run_1/sizing.png
The bar under the picture is 50 um long.
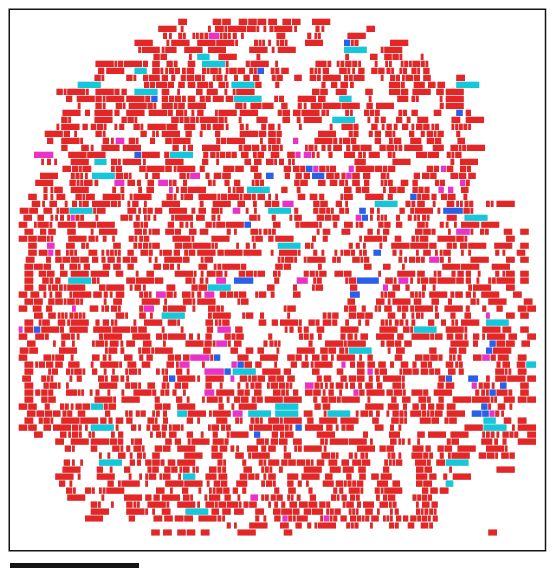
run_1/clock_nets.png
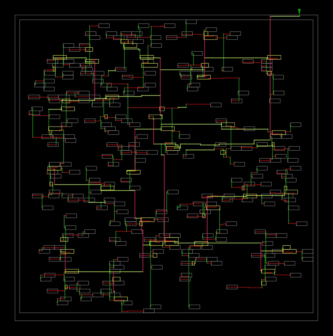
run_1/clock_wires.png
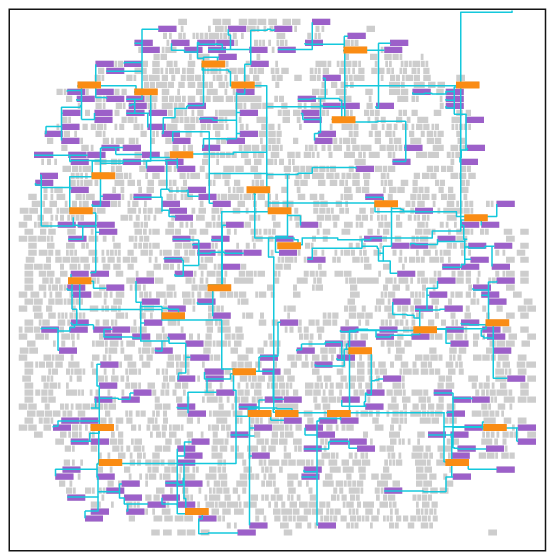
`src/rtl/mdu_iterative_if.sv`:
```
// Request/result handshake bundle for mdu_iterative. The master modport is the
// reservation-station/CDB side; the slave modport is the unit itself.
interface mdu_iterative_if #(
    parameter int XLEN  = 32,
    parameter int TAG_W = 6
);
    logic             in_valid;
    logic             in_ready;
    logic [2:0]       in_op;
    logic [XLEN-1:0]  in_rs1;
    logic [XLEN-1:0]  in_rs2;
    logic [TAG_W-1:0] in_tag;
    logic             out_valid;
    logic             out_ready;
    logic [XLEN-1:0]  out_result;
    logic [TAG_W-1:0] out_tag;

    modport master (
        output in_valid, in_op, in_rs1, in_rs2, in_tag, out_ready,
        input  in_ready, out_valid, out_result, out_tag
    );

    modport slave (
        input  in_valid, in_op, in_rs1, in_rs2, in_tag, out_ready,
        output in_ready, out_valid, out_result, out_tag
    );
endinterface

```
`src/rtl/mdu_iterative.sv`:
```
// Iterative RV32M/RV64M multiply/divide: shift-add multiply, restoring divide, final sign fix.
// Optional macro MDU_EARLY_OUT_EN: divide-by-zero, signed overflow and zero-operand multiplies skip CALC/FIX.
module mdu_iterative #(
    parameter int XLEN  = 32,
    parameter int TAG_W = 6
) (
    input  logic           clk,
    input  logic           rst,
    input  logic           flush,
    mdu_iterative_if.slave bus,
    output logic [1:0]     dbg_state
);
    // Handshakes: a request transfers on an edge with in_valid & in_ready & ~flush;
    // a result transfers on an edge with out_valid & out_ready, and out_result/out_tag
    // stay stable while out_valid is high and out_ready is low.
    localparam int CNT_W = $clog2(XLEN) + 1;
    localparam logic [XLEN-1:0] MIN_VAL = {1'b1, {(XLEN-1){1'b0}}};

    typedef enum logic [1:0] {S_IDLE = 2'd0, S_CALC = 2'd1, S_FIX = 2'd2, S_DONE = 2'd3} state_t;
    state_t state, state_nxt;

    logic             accept;
    logic             sgn1_in, sgn2_in, neg1_in, neg2_in, res_sign_in, zero_in, ovf_in;
    logic [XLEN-1:0]  mag1_in, mag2_in;
    logic             early_hit;
    logic [XLEN-1:0]  early_res;

    logic [2:0]       op_q;
    logic [TAG_W-1:0] tag_q;
    logic [XLEN-1:0]  a_q, b_q, rs1_q, rem_q;
    logic             sign_q, zero_q, ovf_q;
    logic [2*XLEN-1:0] acc;
    logic [CNT_W-1:0] cnt;

    logic [XLEN:0]     mul_sum, div_shift, div_diff;
    logic [2*XLEN-1:0] prod;
    logic [XLEN-1:0]   quo, remv, fix_res;

    always_comb begin
        accept      = bus.in_valid & bus.in_ready & ~flush;
        sgn1_in     = (bus.in_op == 3'd1) | (bus.in_op == 3'd2) | (bus.in_op == 3'd4) | (bus.in_op == 3'd6);
        sgn2_in     = (bus.in_op == 3'd1) | (bus.in_op == 3'd4) | (bus.in_op == 3'd6);
        neg1_in     = sgn1_in & bus.in_rs1[XLEN-1];
        neg2_in     = sgn2_in & bus.in_rs2[XLEN-1];
        mag1_in     = neg1_in ? -bus.in_rs1 : bus.in_rs1;
        mag2_in     = neg2_in ? -bus.in_rs2 : bus.in_rs2;
        // Remainder follows the dividend; product and quotient follow sign1 ^ sign2.
        res_sign_in = (bus.in_op == 3'd6) ? neg1_in : (neg1_in ^ neg2_in);
        zero_in     = (bus.in_rs2 == '0);
        ovf_in      = sgn2_in & bus.in_op[2] & (bus.in_rs1 == MIN_VAL) & (bus.in_rs2 == '1);
    end

`ifdef MDU_EARLY_OUT_EN
    always_comb begin
        if (bus.in_op[2]) begin
            early_hit = zero_in | ovf_in;
            if (!bus.in_op[1]) early_res = zero_in ? '1 : bus.in_rs1;
            else               early_res = zero_in ? bus.in_rs1 : '0;
        end else begin
            early_hit = (bus.in_rs1 == '0) | zero_in;
            early_res = '0;
        end
    end
`else
    assign early_hit = 1'b0;
    assign early_res = '0;
`endif

    // acc holds {partial product, multiplier} for multiplies and {unused, quotient shifter} for divides.
    always_comb begin
        mul_sum   = {1'b0, acc[2*XLEN-1:XLEN]} + (acc[0] ? {1'b0, a_q} : '0);
        div_shift = {rem_q, acc[XLEN-1]};
        div_diff  = div_shift - {1'b0, b_q};
        prod      = sign_q ? -acc : acc;
        quo       = sign_q ? -acc[XLEN-1:0] : acc[XLEN-1:0];
        remv      = sign_q ? -rem_q : rem_q;
        case (op_q)
            3'd0:             fix_res = prod[XLEN-1:0];
            3'd1, 3'd2, 3'd3: fix_res = prod[2*XLEN-1:XLEN];
            3'd4, 3'd5:       fix_res = zero_q ? '1 : (ovf_q ? rs1_q : quo);
            default:          fix_res = zero_q ? rs1_q : (ovf_q ? '0 : remv);
        endcase
    end

    always_ff @(posedge clk) begin
        if (rst) state <= S_IDLE;
        else     state <= state_nxt;
    end

    always_comb begin
        state_nxt = state;
        if (flush) begin
            state_nxt = S_IDLE;
        end else begin
            case (state)
                S_IDLE:  if (accept) state_nxt = early_hit ? S_DONE : S_CALC;
                S_CALC:  if (cnt == CNT_W'(XLEN - 1)) state_nxt = S_FIX;
                S_FIX:   state_nxt = S_DONE;
                S_DONE:  if (bus.out_ready) state_nxt = S_IDLE;
                default: state_nxt = S_IDLE;
            endcase
        end
    end

    always_comb begin
        bus.in_ready  = (state == S_IDLE);
        bus.out_valid = (state == S_DONE);
        dbg_state     = state;
    end

    always_ff @(posedge clk) begin
        if (rst) begin
            op_q           <= '0;
            tag_q          <= '0;
            a_q            <= '0;
            b_q            <= '0;
            rs1_q          <= '0;
            rem_q          <= '0;
            sign_q         <= 1'b0;
            zero_q         <= 1'b0;
            ovf_q          <= 1'b0;
            acc            <= '0;
            cnt            <= '0;
            bus.out_result <= '0;
            bus.out_tag    <= '0;
        end else if (flush) begin
            cnt <= '0;
        end else begin
            case (state)
                S_IDLE: begin
                    if (accept) begin
                        op_q   <= bus.in_op;
                        tag_q  <= bus.in_tag;
                        a_q    <= mag1_in;
                        b_q    <= mag2_in;
                        rs1_q  <= bus.in_rs1;
                        sign_q <= res_sign_in;
                        zero_q <= zero_in;
                        ovf_q  <= ovf_in;
                        acc    <= {{XLEN{1'b0}}, (bus.in_op[2] ? mag1_in : mag2_in)};
                        rem_q  <= '0;
                        cnt    <= '0;
                        if (early_hit) begin
                            bus.out_result <= early_res;
                            bus.out_tag    <= bus.in_tag;
                        end
                    end
                end
                S_CALC: begin
                    cnt <= cnt + CNT_W'(1);
                    if (op_q[2]) begin
                        acc[XLEN-1:0] <= {acc[XLEN-2:0], ~div_diff[XLEN]};
                        rem_q         <= div_diff[XLEN] ? div_shift[XLEN-1:0] : div_diff[XLEN-1:0];
                    end else begin
                        acc <= {mul_sum, acc[XLEN-1:1]};
                    end
                end
                S_FIX: begin
                    bus.out_result <= fix_res;
                    bus.out_tag    <= tag_q;
                end
                default: ;
            endcase
        end
    end
endmodule

```
`src/flat_wrapper.sv`:
```
// flat-port wrapper written by rule: the top's interface ports become plain ports
module mdu_iterative_flat 
#(
    parameter int XLEN  = 32,
    parameter int TAG_W = 6
)
  (clk, rst, flush, dbg_state, bus_in_valid, bus_in_op, bus_in_rs1, bus_in_rs2, bus_in_tag, bus_out_ready, bus_in_ready, bus_out_valid, bus_out_result, bus_out_tag);
  mdu_iterative_if #(.XLEN(XLEN), .TAG_W(TAG_W)) bus_i ();
  input  logic clk;
  input  logic rst;
  input  logic flush;
  output logic [1:0] dbg_state;
  input wire logic [$bits(bus_i.in_valid)-1:0] bus_in_valid;
  input wire logic [$bits(bus_i.in_op)-1:0] bus_in_op;
  input wire logic [$bits(bus_i.in_rs1)-1:0] bus_in_rs1;
  input wire logic [$bits(bus_i.in_rs2)-1:0] bus_in_rs2;
  input wire logic [$bits(bus_i.in_tag)-1:0] bus_in_tag;
  input wire logic [$bits(bus_i.out_ready)-1:0] bus_out_ready;
  output wire logic [$bits(bus_i.in_ready)-1:0] bus_in_ready;
  output wire logic [$bits(bus_i.out_valid)-1:0] bus_out_valid;
  output wire logic [$bits(bus_i.out_result)-1:0] bus_out_result;
  output wire logic [$bits(bus_i.out_tag)-1:0] bus_out_tag;
  assign bus_i.in_valid = bus_in_valid;
  assign bus_i.in_op = bus_in_op;
  assign bus_i.in_rs1 = bus_in_rs1;
  assign bus_i.in_rs2 = bus_in_rs2;
  assign bus_i.in_tag = bus_in_tag;
  assign bus_i.out_ready = bus_out_ready;
  assign bus_in_ready = bus_i.in_ready;
  assign bus_out_valid = bus_i.out_valid;
  assign bus_out_result = bus_i.out_result;
  assign bus_out_tag = bus_i.out_tag;
  mdu_iterative #(.XLEN(XLEN), .TAG_W(TAG_W)) u_core (.clk(clk), .rst(rst), .flush(flush), .bus(bus_i), .dbg_state(dbg_state));
endmodule
```
`config.mk`:
```
export PLATFORM = sky130hd
export DESIGN_NAME = mdu_iterative_flat
export DESIGN_NICKNAME = d
export VERILOG_FILES = /design/src/rtl/mdu_iterative_if.sv /design/src/rtl/mdu_iterative.sv /design/src/flat_wrapper.sv
export SDC_FILE = /design/constraint.sdc
export NUM_CORES = 1
export LEC_CHECK = 0
export CAP_MARGIN = 10
export CORE_AREA = 3 3 205 207
export CTS_CLUSTER_SIZE = 12
export DETAILED_ROUTE_END_ITERATION = 7
export DIE_AREA = 0 0 208 210
export PLACE_DENSITY = 0.68
export SLEW_MARGIN = 20
export SYNTH_ARGS = -nofsm -noshare
export SYNTH_HDL_FRONTEND = slang
export SYNTH_SLANG_ARGS = --single-unit
export TNS_END_PERCENT = 1
```
`constraint.sdc`:
```
create_clock -name clk -period 11.06 [get_ports clk]
set_input_delay 2.212 -clock clk [delete_from_list [all_inputs] [get_ports clk]]
set_output_delay 2.212 -clock clk [all_outputs]
set_load 0.02 [all_outputs]
```
==> impl_metrics.csv, run 1 <==
group,metric,value,unit
final_layout,largest_class,"logic gates",
final_timing,fmax,0.195,GHz
clock_network,cts_resized,0,
final_layout,post-route-util,50.7,%
job,openroad.warnings,34,
critical_path,critPathMaxFanout,6,
critical_path,reg2reg_to,"u_core.acc[57]$_SDFFE_PP0P_",
clock_network,cts_tree,"built",
hold_path,holdCritStartpoint,"u_core.tag_q[4]$_SDFFE_PP0P_",
final_layout,seq_area,4990,um^2
final_layout,buffers,141,
global_route,grt_busiest_layer,"met1",
critical_path,critical_path_cell_count,10,
synth,top_area_cell,"dfxtp_1",
global_route,grt_pass1_wl,104000,um
die,die_x,208,um
final_layout,layout_top_cells,"280 x nand2_1, 255 x nor2_1, 246 x dfxtp_1, 197 x a21oi_1, 117 x clkdlybuf4s50_1",
synth,synth-xor-area-share,9.55,%
routing,top_layer,"met5",
final_timing,slew_viol_final,0,
routing,vias,18700,
synth,ys_types,77,
die,num_rows,74,
final_layout,logic_area,12300,um^2
synth,synth_top_area_share,27.4,%
final_layout,sh_comb_area,59.7,%
hold_path,hold_class,"reg -> reg",
place,place_ws,5.40,ns
critical_path,cp-startpoint,"bus_in_rs1[5]",
global_route,grtUsageMet1,43.9,%
critical_path,cp-endpoint,"u_core.acc[29]$_SDFFE_PP0P_",
synth,synth_flops,249,
power,powerSeq,0.000982,W
clock_network,ctsHoldBuffers,0,
critical_path,slowest_delay,0.64,ns
synth,top_cells_by_count,"280 x nand2_1, 260 x nor2_1, 249 x dfxtp_1",
status,status,"complete, no violations",
synth,yosys_area,18200,um^2
synth,adder_share,5.32,%
final_layout,final_cell_count_no_fill,2957,
global_route,grt_pass1_vias,16900,
synth,synth_warnings,0,
final_layout,nets,2555,
power,power_frac_seq,39.7,%
power,peakVddDrop,0.116,mV
hold_path,hold_path_end,"u_core.bus.out_tag[4]$_SDFFE_PP0P_",
clock_network,root_buffer,"clkbuf_16",
global_route,met3_usage,7.25,%
critical_path,path_buffers,1,
final_layout,layout_top_cell,"nand2_1",
job,drv_cap,0,
place,numPortBuffers,119,
final_layout,inv_count,74,
power,p_int,0.00169,W
synth,ys_seq_share,27.4,%
critical_path,worst-r2r-cell-count,15,
synth,mux_area_share,4.77,%
power,combPwrFrac,19.5,%
final_layout,comb_cells,1905,
synth,synth.cellmix.simpleShare,22.0,%
place,hpwl,52000,um
power,power_leader,"clock",
final_layout,fillers,4036,
clock_network,post_cts_buffers,0,
## Picture notes: sizing.png
| color | size | cells | share |
|---|---|---|---|
| red | x1 and smaller | 2296 | 95% |
| blue | x3 and x4 | 33 | 1.4% |
| magenta | x2 | 54 | 2.2% |
| cyan | x6 and larger | 42 | 1.7% |
Syn-to-layout area delta: 13.1%
Final Instance Area: 20500 um^2
fin worst setup slack: 5.93 ns

## Picture notes: clock_nets.png
clk_lat worst skew: 0.59 ns
# clock sinks: 249
Flop Count: 249
clock network power: 0.00101 W

## Picture notes: clock_wires.png
[purple] flip-flops | count: 249
[orange] clock-net drivers | count: 30
[cyan] clock wires | length: 3820 um
routed clock nets: 31
flops lie: spread over the die
clock share of power: 40.8%
Worst Skew: 0.0212 ns

## Run 2: what changed since run 1
Clock period 11.06 ns to 4.92 ns, I/O delays scaled along.
run_2/class_map.png
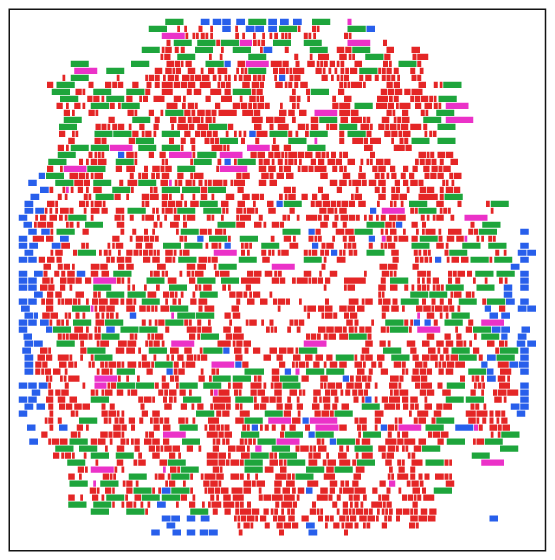
| color | class | cells | share of their area |
|---|---|---|---|
| blue | remaining buffers and delay cells | 156 | 7.4% |
| green | sequential cells | 249 | 25% |
| red | remaining logic cells | 1979 | 63% |
| magenta | clock drivers and dummy loads | 50 | 4.6% |
Final Instance Area: 20600 um^2
post-layout util: 50.8%
flop share of the area: 24.2%

run_2/sizing.png
The bar under the picture is 50 um long.
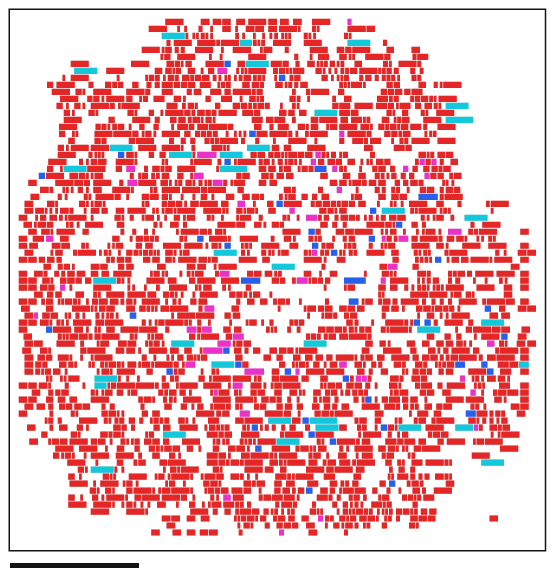
Syn-to-layout area delta: 13.3%
fin worst setup slack: 0.763 ns

==> impl_metrics.csv, run 2 <==
group,metric,value,unit
synth,top_cells_by_count,"280 x nand2_1, 260 x nor2_1, 249 x dfxtp_1",
final_layout,antenna-diode-count,1,
power,swShare,31.0,%
clock_network,root_buffer,"clkbuf_16",
final_timing,final.setup_skew,0.0138,ns
place,numPortBuffers,119,
synth,yosys_area,18200,um^2
routing,top_layer,"met4",
clock_network,insertion_delay,0.57,ns
routing,vias,18800,
final_layout,nets,2569,
die,fp.dieH,210,um
synth,adder_share,5.32,%
power,combPwrFrac,19.9,%
final_layout,inv_count,74,
routing,drt_first_pass_iters,7,
power,powerSeq,0.00222,W
power,power.density,265,nW/um^2
synth,synth_flops,249,
final_layout,sh_comb_area,59.5,%
final_layout,largest_class,"logic gates",
final_layout,top_register,"u_core.acc",
clock_network,clock_sinks,249,
power,power_leader,"registers",
global_route,met3_usage,4.61,%
final_layout,layout_top_cell,"nand2_1",
critical_path,slowest_delay,0.59,ns
final_layout,ff_count,249,
global_route,grt_pass1_vias,16900,
global_route,grt_pass1_wl,103000,um
critical_path,critPathMaxFanout,9,
die,die_x,208,um
final_timing,slew_viol_final,0,
synth,synth-xor-area-share,9.55,%
power,peakVddDrop,0.308,mV
synth,mux_area_share,4.77,%
final_layout,buffers,156,
synth,synth_warnings,0,
power,pwr-share-clk,39.4,%
global_route,grt_busiest_layer,"met1",
synth,top_area_cell,"dfxtp_1",
place,place_ws,0.485,ns
synth,ys_types,77,
hold_path,hold_class,"reg -> reg",
routing,m1WireLength,30500,um
critical_path,reg2reg_slack,0.76,ns
final_timing,fmax,0.241,GHz
global_route,grtUsageMet1,44.7,%
clock_network,cts_tree,"built",
synth,synth.cellmix.simpleShare,22.0,%
final_timing,setup_viol,0,
final_layout,seq_area,4990,um^2
synth,synth_nets,2550,
die,num_rows,74,
synth,synth_top_area_share,27.4,%
power,p_int,0.00376,W
global_route,grt_max_degree,164,
final_layout,logic_area,12300,um^2
hold_path,holdCritStartpoint,"u_core.bus.out_result[6]$_SDFFE_PP0P_",
final_layout,final_cell_count_no_fill,2967,
critical_path,reg2reg_to,"u_core.acc[57]$_SDFFE_PP0P_",
routing,wl,69100,um
final_timing,final.setup.tns,0,ns
clock_network,cts_resized,0,
critical_path,critPathRequiredTime,5.37,ns
final_layout,fillers,3993,
synth,ys_seq_share,27.4,%
job,openroad.warnings,36,
critical_path,cp-startpoint,"u_core.acc[0]$_SDFFE_PP0P_",
hold_path,hold_path_end,"u_core.bus.out_result[6]$_SDFFE_PP0P_",
critical_path,path_buffers,2,
job,drv_cap,0,
place,hpwl,52600,um
die,ioPinCount,120,
clock_network,post_cts_buffers,0,
clock_network,ctsHoldBuffers,0,
synth,ff_type,"dfxtp_1",
final_layout,comb_cells,1905,
status,status,"complete, no violations",
power,clk-power,0.00215,W
power,power_frac_seq,40.7,%
critical_path,critical_path_cell_count,14,
critical_path,worst-r2r-cell-count,14,
critical_path,cp-endpoint,"u_core.acc[57]$_SDFFE_PP0P_",
final_layout,layout_top_cells,"280 x nand2_1, 255 x nor2_1, 246 x dfxtp_1, 197 x a21oi_1, 117 x clkdlybuf4s50_1",
Power and IR drop assume default switching activity.
